Run 1, the metal 1 layer:
Scale bar: 20 um.
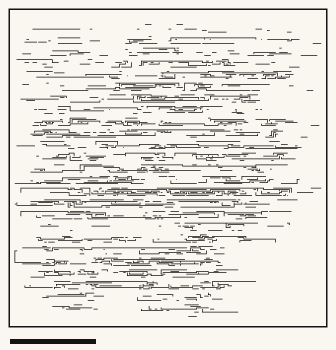
Run 1, the metal 2 layer:
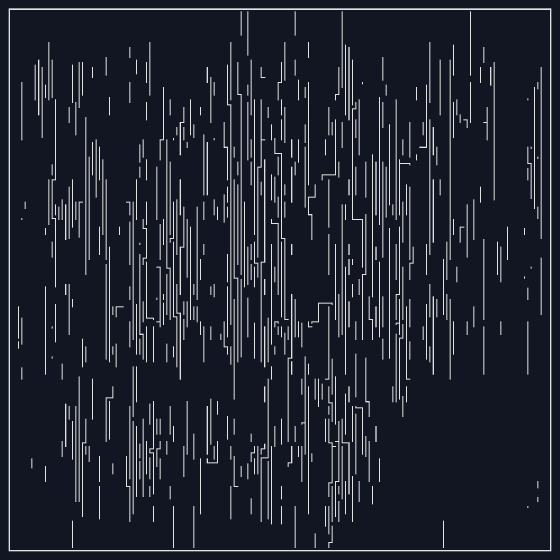
Run 1, M3 wires:
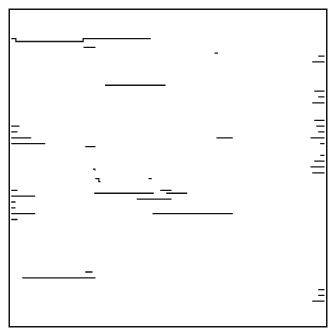
Design dds_freq_meter, sky130hd; sources not shown.
==> results.cfg, run 1 <==
; synthesis and place-and-route metrics
[clock_tree]
cts_num_sinks = 58
hold_buffers = 0
cts_root_buffer = clkbuf_8
ctsResizeCount = 0
clk_latency_ps = 340
cts.path.max_buffers = 2
path_clk_slew_ps = 60
htreeDepth = 3
cts_tree = built
cts_buffers = 9
cts_setup_buffers = 0

[logic_synthesis]
syn_inst = 331
yosys_cells = 331
async_flop_share_pct = 0
synth_area_per_cell_um2 = 8.53
ys_area_mm2 = 0.00282
synth_flops = 58
ys_seq_share_pct = 41.1
synth_area_mm2 = 0.00282
ys_types = 53
synthFlopType = dfxtp_1

[grt]
grt_pass1_vias = 2038
grt_max_degree = 30
grt_use_total_pct = 23.1
grt-ovfl-total = 0
antenna_found_initial = 0
grt_pass1_wl_um = 9320

[timing]
maxSlewViolCount = 0
setup_viol = 0
finalCritPeriodShare_pct = 64.2
post-route-min-period_ps = 3530
skew_ps = 8.94
rsz0062_at_grt = no
timing.hold.ws_ps = 466
finalHoldViolCount = 0
tightest_slew_ps = 1030
clock.fmax_mhz = 283
final.setup.worst_slack_ps = 1970
maxSlewHeadroom_pct = 31.1
finalSetupTns_ps = 0

[placed_design]
placed_cells = 407
post-dp-hpwl_um = 3720
place_congestion = 0.806
dpl-instance-area_mm2 = 0.00302
port_buffers = 23
post-place-ws_ps = 1580

[worst_setup_path]
cp_data_required_time_ps = 5790
arrival_ps = 3820
ff2ff_path_depth = 8
rrSetupSlack_ps = 2640
worst_setup_path_end_kind = flop

[floorplanning]
fp_util_pct = 58.6
io_pins = 40
rows = 25
die_w_um = 73.6
core_area_mm2 = 0.00482
dieArea_mm2 = 0.00542

[drt]
drt_iter0_drc = 147
drc = 0
route.met2.wl_um = 2590
drt-met1-wl_um = 2730
avgRoutedWirePerCell_um = 13.3
dr.pass1.iters = 4
ant_nets = 0
routed-wl-met3_um = 182
vias_per_cell = 5.51
top_layer = met4

[finish]
n_fill_cell = 410
largest_reg_flops = 17
nets = 366
fin_area_mm2 = 0.00323
antenna_cells = 0
stdcell_count = 423
syn_to_final_growth_pct = 14.3

[power_and_ir_drop]
p_per_area_mw_per_mm2 = 274
total_power_mw = 0.883
vdd_drop_max_v = 0.000203

[hold_path]
hp-class = flop to flop
hold_depth = 1

[status]
run_status = finished clean

[run]
maxCapViolations = 0
warnings = 30
About 'the metal 1 layer':
longest straight run = 24.8 um
wire length on this layer = 2,730 um
nets with wire on the layer = 320
main direction = horizontal
via count: 2,332
met1 Usage GRT: 30.5%
DRT Wirelength: 5620 um

About 'the metal 2 layer':
wire length on this layer = 2,590 um
nets with wire on the layer = 302
share of all routed wire = 46%
GR Layer Usage met2: 34.5%

About 'M3 wires':
wire length on this layer = 183 um
main direction = horizontal
nets with wire on the layer = 34
longest straight run = 18.4 um
share of all routed wire = 3.3%
M3 GR Usage: 7.13%

[run 1: routing by layer]
layer  up-vias  GRT usage (%)
met5         -              0
met4         0           10.9
met3         9           7.13
met2        52           34.5
met1      1095           30.5
li1       1176              -
[run 1: cells in the final DEF, fill, tap and decap left out, drive strengths merged, types with 5 or more instances in the layout]
cell           count
a21oi             31
a31oi              5
and2               5
clkbuf            11
clkdlybuf4s50     23
conb              16
dfxtp             58
ha                10
inv               11
nand2             20
nand2b            11
nand3             14
nand4              6
nor2              26
nor3               9
nor4               9
o21ai             25
or3                6
xnor2             13
xor2               5
[run 1: synthesized netlist by cell type (all sizes together), types with 9 or more instances]
library cell  instances  share of area (%)
a21oi                31                5.5
buf                  20                5.0
clkbuf               10                1.3
dfxtp                58                 41
ha                   10                4.4
inv                  11                1.5
nand2                20                2.7
nand2b               11                2.4
nand3                14                2.7
nor2                 26                3.5
nor3                  9                1.8
nor4                  9                2.7
o21ai                25                4.4
xnor2                13                4.0
[run 1: area by class of cell]
cell class | count | area [um2] | share of cell area, %
Sequential cell | 58 | 1160 | 36.0
Multi-Input combinational cell | 247 | 1500 | 46.5
Clock inverter | 5 | 52.6 | 1.63
Clock buffer | 11 | 151 | 4.69
Tap cell | 67 | 83.8 | 2.60
Timing Repair Buffer | 24 | 238 | 7.37
Inverter | 11 | 41.3 | 1.28
[run 1: power breakdown]
| part | switching, mW | internal (mW) | total, mW |
|---|---|---|---|
| clock network | 0.173 | 0.231 | 0.404 |
| logic | 0.0335 | 0.0169 | 0.0504 |
| registers | 0.00350 | 0.426 | 0.429 |
[run 1: critical path, cell delays in order]
cell and delay [ps]:
clkdlybuf4s50_1 830, nor2b_1 340, o21ai_1 390, or4_1 520, nand2_1 80
[run 1: cells by family after synthesis]
| logic type | Yosys count | share of synthesized area (%) |
|---|---|---|
| muxes | 3 | 1.06 |
| DFF | 58 | 41.1 |
| buffers and inverters | 41 | 7.76 |
| and+or+nand+nor | 118 | 23.0 |
| AOI/OAI and AO/OA | 82 | 16.9 |
| adders and majority gates | 10 | 4.43 |
| other | 1 | 0.133 |
| xor gates and xnor gates | 18 | 5.59 |
Run 1, I/O nets highlighted:
Scale bar: 20 um.
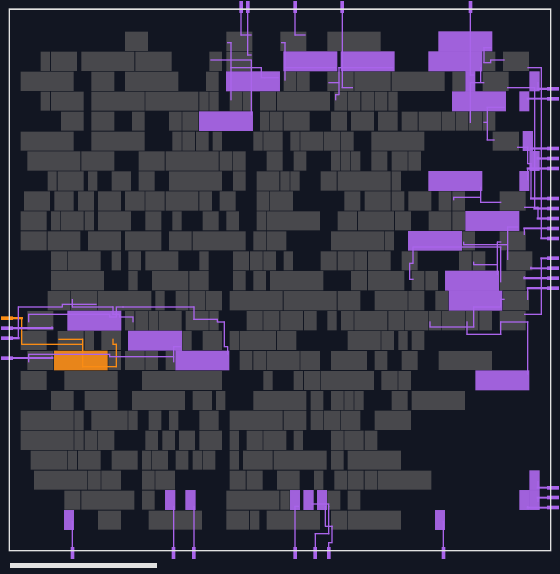

==> run 2, diff against run 1 <==
--- a/config.mk
+++ b/config.mk
@@ -5,11 +5,11 @@
 export SDC_FILE = /design/constraint.sdc
 export NUM_CORES = 1
 export LEC_CHECK = 0
-export CORE_UTILIZATION = 55
+export CORE_UTILIZATION = 49
 export CTS_CLUSTER_DIAMETER = 150
 export DETAILED_ROUTE_END_ITERATION = 10
 export GPL_TIMING_DRIVEN = 1
-export PLACE_DENSITY = 0.77
+export PLACE_DENSITY = 0.73
 export SYNTH_ARGS = -nofsm -noshare
 export SYNTH_HDL_FRONTEND = slang
 export SYNTH_HIERARCHICAL = 1
==> constraint.sdc (replaced) <==
create_clock -name clk -period 3 [get_ports clk]
set_input_delay 0.9 -clock clk [delete_from_list [all_inputs] [get_ports clk]]
set_output_delay 0.9 -clock clk [all_outputs]
set_load 0.02 [all_outputs]
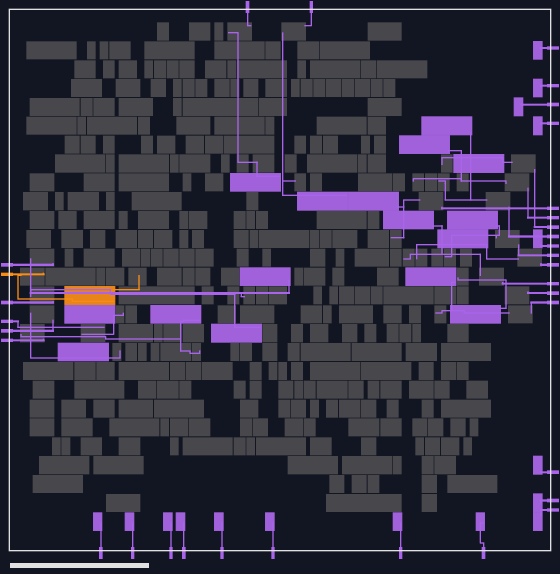
Run 2: I/O nets highlighted
Scale bar: 20 um.
purple -> k_out  # direction output, end cells 32, buffers 16, wire 505 um
orange -> no_sig  # direction output, end cells 1, buffers 1, wire 28.3 um
I/O Pins: 40
PortBufs: 23

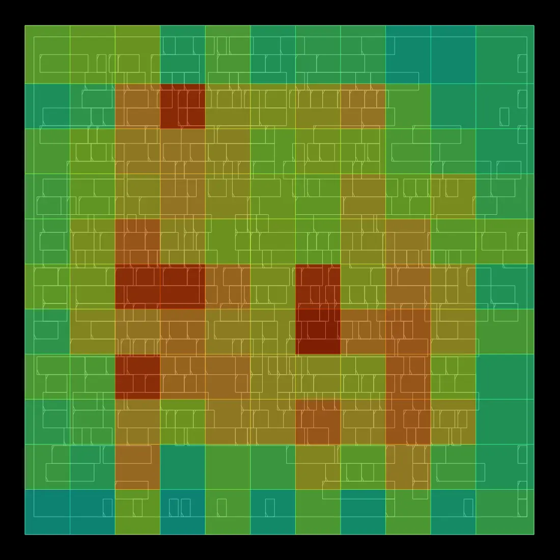
Run 2: routing congestion map
aggregate global-route resource usage: 19.2%
M3 GR Usage: 3.65%
met1 Usage GRT: 24.9%
fin util: 60.2%

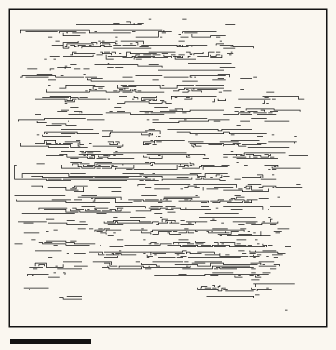
Run 2: the metal 1 layer
Scale bar: 20 um.
main direction = horizontal
wire length on this layer = 2,730 um
nets with wire on the layer = 318
share of all routed wire = 50%
via count: 2,359
DRT Wirelength: 5510 um

==> run 2 against run 1 <==
Compared with the run above:
- combinational power increased by 92%
- sequential cell count unchanged
- non-clock buffer count increased by 7
- synthesized area unchanged
- sequential share of layout area decreased by 1.1 points
- clock power increased by 120%
- critical endpoint is now busy
- first-iteration DRC count decreased by 9.5%
- critical path depth decreased by 2
- cell area increased by 3.3%
==> results.cfg, run 2 <==
; synthesis and place-and-route metrics
[timing]
timing.hold.ws_ps = 447
post-route-min-period_ps = 2640
setup_viol = 0
finalSetupTns_ps = 0
rsz0062_at_grt = no
clock.fmax_mhz = 379
tightest_slew_ps = 602
maxSlewHeadroom_pct = 59.7
skew_ps = 6.09

[worst_setup_path]
rrSetupSlack_ps = 720
crit_chain = inv_1 > ha_1 > clkdlybuf4s50_1
worst_setup_path_end_kind = output port
ff2ff_path_depth = 9
cp_slowest_cell = clkdlybuf4s50_1
slowest_delay_ps = 600
cp_data_required_time_ps = 2100
arrival_ps = 1740

[logic_synthesis]
synth_area_mm2 = 0.00282
syn_inst = 331
async_flop_share_pct = 0
synth_flops = 58
ys_area_mm2 = 0.00282
synth_top_area_share_pct = 41.1
common_cells = 58 x dfxtp_1, 31 x a21oi_1, 26 x nor2_1
most_common_cell = dfxtp_1
synthFlopType = dfxtp_1
yosys_cells = 331
yosysTopAreaCell = dfxtp_1

[clock_tree]
htreeDepth = 3
cts.path.max_buffers = 2
path_clk_slew_ps = 60
cts_tree = built
cts_setup_buffers = 0
hold_buffers = 0
clk_latency_ps = 330
cts_buffers = 9
cts_num_sinks = 58

[run]
warnings = 30
maxCapViolations = 0

[finish]
mostFrequentLayoutCells = 58 x dfxtp_1, 31 x a21oi_1, 26 x nor2_1
syn_to_final_growth_pct = 18.1
largest_reg_flops = 17
n_fill_cell = 491
nets = 373

[power_and_ir_drop]
total_power_mw = 1.78
p_per_area_mw_per_mm2 = 535
p_comb_share_pct = 5.4
p_int_mw = 1.41
vdd_drop_max_v = 0.000320
power.switching_mw = 0.375
pwr-share-clk_pct = 50.5

[placed_design]
post-place-ws_ps = 568

[hold_path]
hp-class = flop to flop

[floorplanning]
dieArea_mm2 = 0.00607
core_area_mm2 = 0.00554
rows = 27
fp_util_pct = 50.9
die_w_um = 77.9

[grt]
grt-ovfl-total = 0
grtUsageMet2_pct = 29.4
grt_busiest_layer = met2
grt_max_degree = 26

[drt]
avgRoutedWirePerCell_um = 12.7
ant_nets = 0

[status]
run_status = finished clean
-- run 2: netlist changes by cell type in the layout (fill, tap and decap cells not counted) --
cell,change
buf_4,+7
bufinv_16,+2
clkinv_2,-1
clkinvlp_4,-1
-- run 2: layout make-up --
class                           instances  area (um2)  area share (%)
Tap cell                               72        90.1            2.70
Timing Repair Buffer                   31         290            8.71
Inverter                               11        41.3            1.24
Clock buffer                           11         151            4.54
Multi-Input combinational cell        247        1500            45.0
Sequential cell                        58        1160            34.8
Clock inverter                          5         100            3.00
-- run 2: power groups by stage --
stage	clock network [mW]	registers [mW]	logic, mW
global route	0.945	0.787	0.108
floorplan	0	0.803	0.0882
CTS	0.912	0.787	0.0970
finish	0.901	0.787	0.0966
detailed placement	0	0.804	0.0964
global placement	0	0.803	0.0950
-- run 2: per-stage QoR --
step           instance area (um2)  cells
2_1_floorplan                 2880    346
3_3_place_gp                  3080    419
3_5_place_dp                  3080    419
4_1_cts                       3330    435
5_1_grt                       3330    435
6_report                      3330    435
-- run 2: per-layer routing --
metal / up-vias / routed length (um)
li1: 1194 / -
met1: 1099 / 2730
met5: - / 0
met3: 9 / 276
met4: 0 / 93
met2: 57 / 2410
-- run 2: logic make-up after synthesis --
kind of cell / synth area share, %
flops: 41.1
other cells: 0.133
xor+xnor: 5.59
compound gates: 16.9
mux: 1.06
simple gates: 23.0
fa+ha+maj: 4.43
buf+inv: 7.76
-- run 2: worst max-delay path, delay by kind of cell, from the launching register on --
| family | cells | cell delay, ps |
|---|---|---|
| DFF | 1 | 380 |
| buffers and inverters | 2 | 710 |
| adders and majority gates | 1 | 310 |
Power figures rest on the tool's default switching activity, not on a simulated workload.
